Figure 1. Cells colored by class (run 1).
(2 px per um) Fill, decap, tap and diode cells in gray.
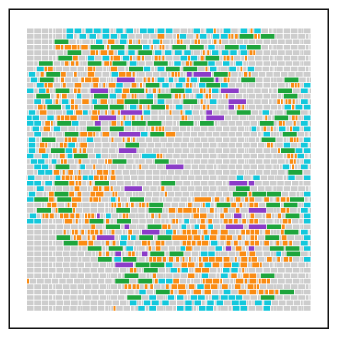
Figure 2. Clock routing (run 1).
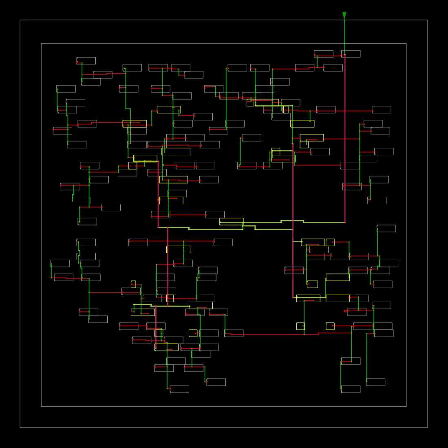
Figure 3. Layout detail (run 1).
Region (67, 67) to (92, 92) um. Cells in gray, sequential cells in the stronger gray; small squares are vias.
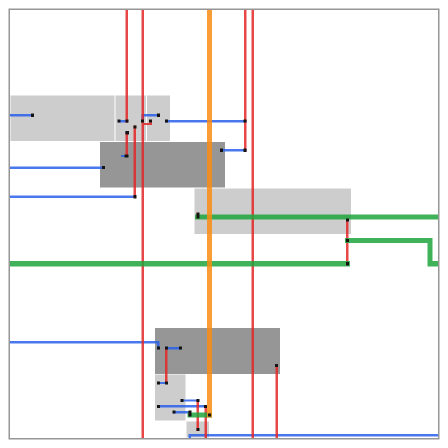
==> config.mk <==
export PLATFORM = sky130hd
export DESIGN_NAME = load_store_sequencer
export DESIGN_NICKNAME = d
export VERILOG_FILES = /design/src/rtl/load_store_sequencer.sv
export SDC_FILE = /design/constraint.sdc
export NUM_CORES = 1
export LEC_CHECK = 0
export CAP_MARGIN = 25
export CORE_MARGIN = 8
export CORE_UTILIZATION = 29
export DETAILED_ROUTE_END_ITERATION = 8
export SLEW_MARGIN = 20
export SYNTH_ARGS = -nofsm -noshare
export SYNTH_HDL_FRONTEND = slang
export SYNTH_SLANG_ARGS = --single-unit
==> constraint.sdc <==
create_clock -name clk -period 3.1 [get_ports clk]
set_clock_uncertainty 0.1 [all_clocks]
set_input_delay 0.62 -clock clk [delete_from_list [all_inputs] [get_ports clk]]
set_output_delay 0.62 -clock clk [all_outputs]
set_load 0.05 [all_outputs]
==> results.txt, run 1 <==
Fin. Hold Viols: 0
Combinational Power Share: 16.9%
DR vias: 5,698
required time of the worst setup path: 3.34 ns
synth unique cells: 45
Yosys Chip Area: 5900 sq um
Top pwr grp: clock
Top delay family on crit path: buffers and inverters
PortBufs: 213
DP Worst Slack: 0.166 ns
CTS buffer count: 17
FFs & Latches: 121
Hold Buf Count CTS: 0
clock-pin slew on the worst setup and hold paths: 0.06 ns
status: finished, final reports clean
Worst-Margin Slew: 0.787 ns
CTS root buf: clkbuf_16
commonest cells after routing, fill and taps aside: clkdlybuf4s50_1, dfxtp_1, nand2_1, a21oi_1, a211oi_1
die area: 25,200 sq um
setup TNS: 0 ns
Logic area: 2990 sq um
largest stage delay on the critical path: 0.69 ns
-- Figure 1 (at the start) --
[clock drivers and dummy loads] purple | cells: 32
[flip-flops] green | cells: 121
[all other logic] orange | cells: 502
[other buffers and delay cells] cyan | cells: 238
flop share of the area: 27.9%
Core Util, Final: 43.2%
cell area after layout: 8690 sq um

-- Figure 2 (at the start) --
clock buf count: 17
clock-net power: 1.98 mW
clock sinks: 121
Worst-Skew Late Latency: 0.41 ns

-- Figure 3 (at the start) --
[met4] orange
[met2] red
[met1] blue
[met3] green
sequential cells in the window: 2
most frequent: a21oi_1 (2), dfxtp_1 (2)
cells with their middle in the window: 7

run 1: stage by stage:
stage               hold WS, ns  instance area (sq um)
finish                    0.353                   8690
global route              0.365                   8690
CTS                       0.354                   8690
detailed placement        0.346                   8090
global placement          0.341                   8090
floorplan                 0.332                   5910
run 1: cell families after synthesis:
| kind of cell | share of synthesized area, % |
|---|---|
| buffers and inverters | 8.84 |
| AND-OR/OR-AND | 21.7 |
| adder cells (fa/ha/maj) | 0.212 |
| other | 0.0635 |
| flip-flops | 41.0 |
| AND/OR/NAND/NOR | 19.6 |
| multiplexers | 8.62 |
run 1: metal layers:
metal  vias to the layer above  wire [um]  global-route usage, %
met4                         0        420                   6.38
met3                        25       1200                   3.85
met5                         -          0                      0
li1                       2863          -                      -
met2                       175       9680                   24.7
met1                      2635       8490                   19.5
Figure 4. Routed clock nets over the placement (run 1).
(4 px per um)
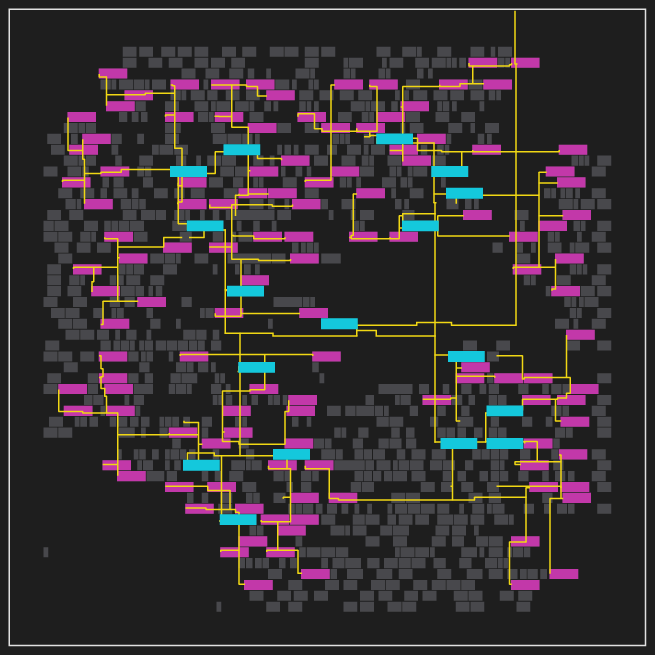

==> inputs of run 2 (changes only) <==
==> constraint.sdc (replaced) <==
create_clock -name clk -period 2.1 [get_ports clk]
set_clock_uncertainty 0.1 [all_clocks]
set_input_delay 0.42 -clock clk [delete_from_list [all_inputs] [get_ports clk]]
set_output_delay 0.42 -clock clk [all_outputs]
set_load 0.05 [all_outputs]
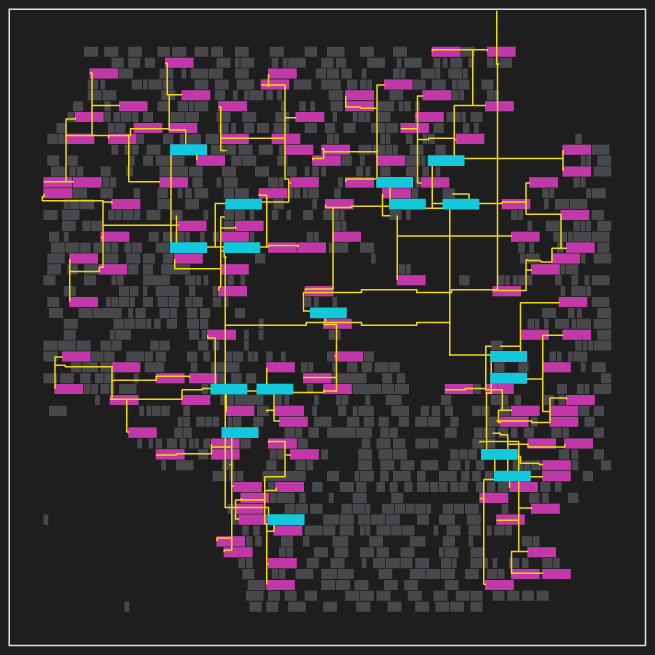
Figure 5: run 2, routed clock nets over the placement.
(4 px per um)
[clock wires] yellow | length: 1,780 um
[cells driving clock nets] cyan | count: 17
[flip-flops] magenta | count: 121
flops lie: all over the die
routed clock nets: 18
Clk pwr share: 44.1%
clock-net power: 2.80 mW

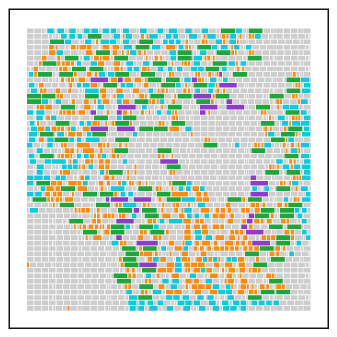
Figure 6: run 2, cells colored by class.
(2 px per um) Fill, decap, tap and diode cells in gray.
[other buffers and delay cells] cyan | cells: 268
[flip-flops] green | cells: 121
[clock drivers and dummy loads] purple | cells: 32
[all other logic] orange | cells: 502
cell area after layout: 8950 sq um
flop share of the area: 27.1%

==> run 2 against run 1 <==
Flip-flop count unchanged. Area after synthesis unchanged. Register-to-register slack got worse by 0.68 ns. Sequential share of layout area is 0.80 points lower. Synthesized cell count stayed put. Clock power grew 41%. Utilization increased by 1.3 points. Critical path type is now reg -> out. Critical endpoint is now mem_addr[6].
==> results.txt, run 2 <==
top cells by count, synth: dfxtp_1, nand2_1, a21oi_1 (unchanged)
mux frac, synth: 8.62% (unchanged)
clock sinks: 121 (unchanged)
H-Tree Depth: 4 (unchanged)
Core Util, Final: 44.5% (was 43.2%)
required time of the worst setup path: 1.58 ns (was 3.34 ns)
CTS root buf: clkbuf_16 (unchanged)
hold_ws: 0.244 ns (was 0.353 ns)
fraction of the mapped netlist area in adder cells: 0.212% (unchanged)
Worst-Margin Slew: 0.529 ns (was 0.787 ns)
status: finished, final reports clean (unchanged)
seq pwr: 2.43 mW (was 1.65 mW)
die area: 25,200 sq um (unchanged)
synth unique cells: 45 (unchanged)
DP Worst Slack: -0.608 ns (was 0.166 ns)
CTS buffer count: 17 (unchanged)
largest stage delay on the critical path: 0.81 ns (was 0.69 ns)
comb area leader: AND-OR/OR-AND gates (unchanged)
simple logic cell fraction of the synthesized area: 19.6% (unchanged)
PortBufs: 213 (unchanged)
commonest cells after routing, fill and taps aside: nand2_1, dfxtp_1, a21oi_1, clkdlybuf4s50_1, buf_4 (was clkdlybuf4s50_1, dfxtp_1, nand2_1, a21oi_1, a211oi_1)
yosys xor share: 0% (unchanged)
aoi share: 21.7% (unchanged)
Combinational Power Share: 17.6% (was 16.9%)
Yosys Chip Area: 5900 sq um (unchanged)
DR vias: 5,796 (was 5,698)
clock-pin slew on the worst setup and hold paths: 0.06 ns (about the same)
Top pwr grp: clock (unchanged)
placed cell area: 8280 sq um (was 8090 sq um)
Top delay family on crit path: buffers and inverters (unchanged)
Fin. Hold Viols: 0 (unchanged)
setup TNS: 0 ns (unchanged)
Worst-Skew Late Latency: 0.41 ns (about the same)
## run 2: cell families (layout without fill, tap and decap cells)
group	after synthesis	after routing
and+or+nand+nor	238	238
adders and majority gates	1	1
muxes	50	50
other	1	2
buffers and inverters	103	303
DFF	121	121
AOI/OAI and AO/OA	208	208
## run 2: layout make-up
class / count / area, sq um / area share [%]
Multi-Input combinational cell: 499 / 3050 / 34.1
Tap cell: 270 / 338 / 3.78
Sequential cell: 121 / 2420 / 27.1
Clock buffer: 17 / 425 / 4.75
Timing Repair Buffer: 268 / 2550 / 28.6
Clock inverter: 15 / 143 / 1.59
Inverter: 3 / 11.3 / 0.126
## run 2: per-layer routing
layer | wire (um) | GRT usage [%]
met3 | 999 | 3.34
met5 | 0 | 0
met1 | 9240 | 20.5
met4 | 455 | 6.56
met2 | 9820 | 25.3
No activity file was given, so power comes from the tool's default toggle rates.
